--- config.mk ---
export PLATFORM = sky130hd
export DESIGN_NAME = obi_copy_initiator
export DESIGN_NICKNAME = d
export VERILOG_FILES = /design/src/rtl/obi_copy_initiator.sv
export SDC_FILE = /design/constraint.sdc
export NUM_CORES = 1
export LEC_CHECK = 0
export ABC_AREA = 1
export CORE_MARGIN = 1.5
export CORE_UTILIZATION = 55
export DETAILED_ROUTE_END_ITERATION = 7
export GPL_ROUTABILITY_DRIVEN = 0
export GPL_TIMING_DRIVEN = 0
export HOLD_SLACK_MARGIN = 0.15
export PLACE_DENSITY_LB_ADDON = 0.08
export SETUP_SLACK_MARGIN = 0.05
export SLEW_MARGIN = 20
export SYNTH_ARGS = -nofsm -noshare
export SYNTH_HDL_FRONTEND = slang
export SYNTH_SLANG_ARGS = --single-unit
--- constraint.sdc ---
create_clock -name clk_i -period 7.4 [get_ports clk_i]
set_input_delay 1.48 -clock clk_i [delete_from_list [all_inputs] [get_ports clk_i]]
set_output_delay 1.48 -clock clk_i [all_outputs]
set_load 0.03 [all_outputs]
--- src/rtl/obi_copy_initiator.sv ---
// OBI initiator copy engine: moves words src -> dst, one access in flight.
// Optional fill mode (write a latched pattern to dst) under OBI_COPY_FILL_EN.
module obi_copy_initiator #(
  parameter logic [31:0] ADDR_BASE = 32'h8000_0000,
  parameter logic [31:0] ADDR_END  = 32'h8000_4000,
  parameter int          LEN_W     = 16
) (
  input  logic             clk_i,
  input  logic             rst_i,
  input  logic             start_i,
  input  logic [31:0]      src_addr_i,
  input  logic [31:0]      dst_addr_i,
  input  logic [LEN_W-1:0] len_words_i,
  input  logic             fill_i,
  input  logic [31:0]      fill_data_i,
  output logic             busy_o,
  output logic             done_o,
  output logic             error_o,
  output logic             req_o,
  input  logic             gnt_i,
  output logic [31:0]      addr_o,
  output logic             we_o,
  output logic [3:0]       be_o,
  output logic [31:0]      wdata_o,
  input  logic             rvalid_i,
  input  logic [31:0]      rdata_i
);

  typedef enum logic [2:0] {
    IDLE, RD_REQ, RD_WAIT, WR_REQ, WR_WAIT, DONE
  } state_t;

  state_t           state_q, state_d;
  logic [31:0]      src_q, src_d;
  logic [31:0]      dst_q, dst_d;
  logic [31:0]      data_q, data_d;
  logic [LEN_W-1:0] rem_q, rem_d;
  logic             err_q, err_d;
  logic             fill_q, fill_d;
  logic             req_q, req_d;
  logic             we_q, we_d;
  logic [31:0]      addr_q, addr_d;
  logic [31:0]      wdata_q, wdata_d;
  logic             busy_q, busy_d;
  logic             done_q, done_d;
  logic             error_q, error_d;

  logic             fill_sel;
  logic [31:0]      fill_pat;
  logic [33:0]      span;
  logic             cfg_ok;

`ifdef OBI_COPY_FILL_EN
  assign fill_sel = fill_i;
  assign fill_pat = fill_data_i;
`else
  logic unused_fill;
  assign unused_fill = ^{fill_i, fill_data_i};
  assign fill_sel = 1'b0;
  assign fill_pat = 32'h0;
`endif

  // 34-bit end-address math so a huge len cannot wrap past ADDR_END
  assign span = 34'(len_words_i) << 2;

  function automatic logic legal(input logic [31:0] a,
                                 input logic [33:0] s);
    return (a[1:0] == 2'b00) && (a >= ADDR_BASE) &&
           (({2'b00, a} + s) <= {2'b00, ADDR_END});
  endfunction

  assign cfg_ok = legal(dst_addr_i, span) &&
                  (fill_sel || legal(src_addr_i, span));

  always_comb begin
    state_d = state_q;
    src_d   = src_q;
    dst_d   = dst_q;
    data_d  = data_q;
    rem_d   = rem_q;
    err_d   = err_q;
    fill_d  = fill_q;
    unique case (state_q)
      IDLE: begin
        if (start_i) begin
          src_d  = src_addr_i;
          dst_d  = dst_addr_i;
          rem_d  = len_words_i;
          fill_d = fill_sel;
          data_d = fill_pat;
          err_d  = !cfg_ok;
          if (!cfg_ok || len_words_i == '0) state_d = DONE;
          else if (fill_sel)                state_d = WR_REQ;
          else                              state_d = RD_REQ;
        end
      end
      RD_REQ:  if (gnt_i) state_d = RD_WAIT;
      RD_WAIT: begin
        if (rvalid_i) begin
          data_d  = rdata_i;
          state_d = WR_REQ;
        end
      end
      WR_REQ:  if (gnt_i) state_d = WR_WAIT;
      WR_WAIT: begin
        if (rvalid_i) begin
          src_d = src_q + 32'd4;
          dst_d = dst_q + 32'd4;
          rem_d = rem_q - 1'b1;
          if (rem_q == LEN_W'(1)) state_d = DONE;
          else if (fill_q)        state_d = WR_REQ;
          else                    state_d = RD_REQ;
        end
      end
      DONE: begin
        state_d = IDLE;
        err_d   = 1'b0;
      end
      default: state_d = IDLE;
    endcase

    // outputs are registered: derived from the next state
    req_d   = (state_d == RD_REQ) || (state_d == WR_REQ);
    we_d    = (state_d == WR_REQ);
    addr_d  = (state_d == RD_REQ) ? src_d :
              (state_d == WR_REQ) ? dst_d : addr_q;
    wdata_d = (state_d == WR_REQ) ? data_d : wdata_q;
    busy_d  = (state_d != IDLE);
    done_d  = (state_d == DONE);
    error_d = (state_d == DONE) && err_d;
  end

  always_ff @(posedge clk_i) begin
    if (rst_i) begin
      state_q <= IDLE;
      src_q   <= '0;
      dst_q   <= '0;
      data_q  <= '0;
      rem_q   <= '0;
      err_q   <= 1'b0;
      fill_q  <= 1'b0;
      req_q   <= 1'b0;
      we_q    <= 1'b0;
      addr_q  <= '0;
      wdata_q <= '0;
      busy_q  <= 1'b0;
      done_q  <= 1'b0;
      error_q <= 1'b0;
    end else begin
      state_q <= state_d;
      src_q   <= src_d;
      dst_q   <= dst_d;
      data_q  <= data_d;
      rem_q   <= rem_d;
      err_q   <= err_d;
      fill_q  <= fill_d;
      req_q   <= req_d;
      we_q    <= we_d;
      addr_q  <= addr_d;
      wdata_q <= wdata_d;
      busy_q  <= busy_d;
      done_q  <= done_d;
      error_q <= error_d;
    end
  end

  assign req_o   = req_q;
  assign we_o    = we_q;
  assign addr_o  = addr_q;
  assign wdata_o = wdata_q;
  assign be_o    = 4'hF;
  assign busy_o  = busy_q;
  assign done_o  = done_q;
  assign error_o = error_q;

endmodule

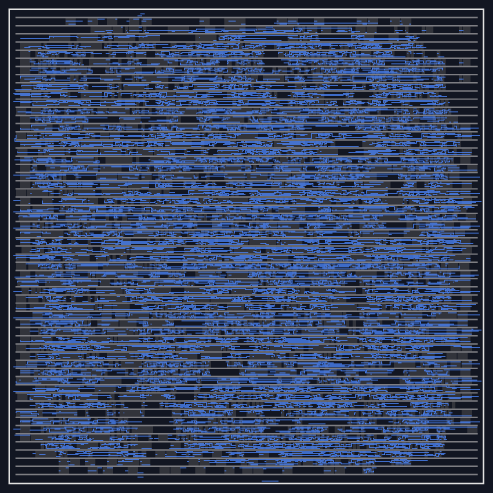
**Above:** signal wires on met1.
(3 px per um) Supply wires on this layer in grey.
main direction: horizontal
wire length on this layer: 19600 um
Routed WL: 47700 um
DR vias: 15600
met1 usage: 0.500

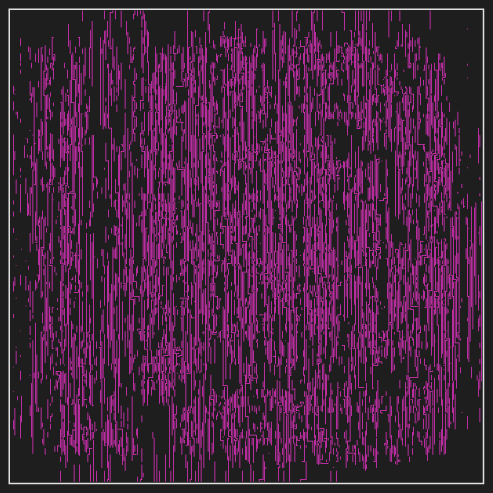
**Above:** signal wires on met2.
(3 px per um)
main direction: vertical
wire length on this layer: 20.4 mm
GRT met2 Usage: 0.595

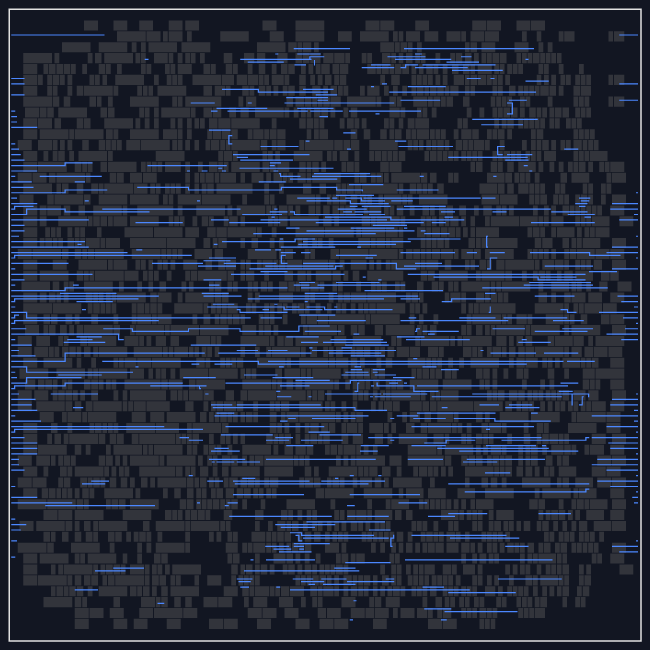
**Above:** signal wires on met3.
(4 px per um)
nets with wire on the layer: 414
share of all routed wire: 11%
wire length on this layer: 5470 um
longest straight run: 73.6 um
met3 Usage GRT: 0.0831

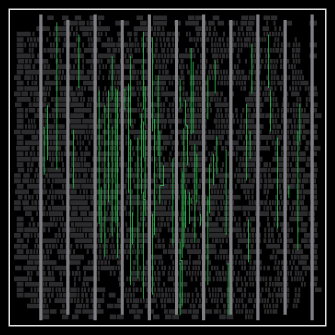
**Above:** the metal 4 layer.
(2 px per um) Supply wires on this layer in grey.
longest straight run: 83.6 um
share of all routed wire: 4.7%
nets with wire on the layer: 58
wire length on this layer: 2260 um

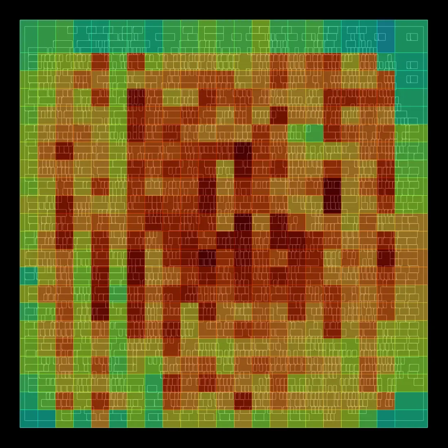
**Above:** routing congestion.
busiest grt layer: met2
Finished Core Util: 0.682
WL/cell: 17.2 um
Total GRT Usage: 0.384

==> flow_summary_export.csv <==
group,metric,value,unit
outcome,status,"completed",
floorplanning,die_w,158,um
worst_setup_path,cp_data_required_time,7.73,ns
yosys,async_flop_share,0,
final_timing,maxSlewViolCount,0,
place,dp_hpwl,36700,um
cells_and_area,seq_share,0.231,
cells_and_area,area_share_nonclk_buffers,0.138,
yosys,netlist_area,0.0131,sq mm
yosys,top_cell_area_share,0.282,
clock_tree,clock_latency,0.46,ns
yosys,ys_sh_aoi,0.155,
grt,grt_pass1_wl,73300,um
place,dp.cells,2749,
final_timing,finalClockPeriodUsage,0.651,
yosys,ys_area,0.0131,sq mm
place,postPlaceCellArea,0.0154,sq mm
clock_tree,cts.sinks,185,
final_timing,fmax,0.208,GHz
yosys,simple_gate_area_frac,0.378,
floorplanning,taps,319,
yosys,ys_dominant_reg_cell,"dfxtp_1",
[metal layers]
layer	wire [um]	global-route usage	part of all wire	up-vias
li1	-	-	-	7575
met1	19600	0.500	0.41	6991
met2	20400	0.595	0.43	897
met3	5470	0.0831	0.11	143
met4	2260	0.198	0.047	0
met5	0	0	0	-
[state kept, by name, indices dropped and copies added, names as in the netlist]
register,count
addr_o,32
busy_o,1
data_q,32
done_o,1
dst_q,32
err_q,1
error_o,1
rem_q,16
req_o,1
src_q,32
state_q,3
wdata_o,32
we_o,1
[worst max-delay path: cells and delay by family]
family / cells / cell delay, ns
AND/OR/NAND/NOR: 22 / 2.29
adder cells (fa/ha/maj): 2 / 0.69
buffers and inverters: 2 / 0.68
[report_power, final]
part	switching [uW]	internal [uW]	total [uW]
clock	512	471	983
sequential	72.7	1090	1160
combinational	758	374	1130
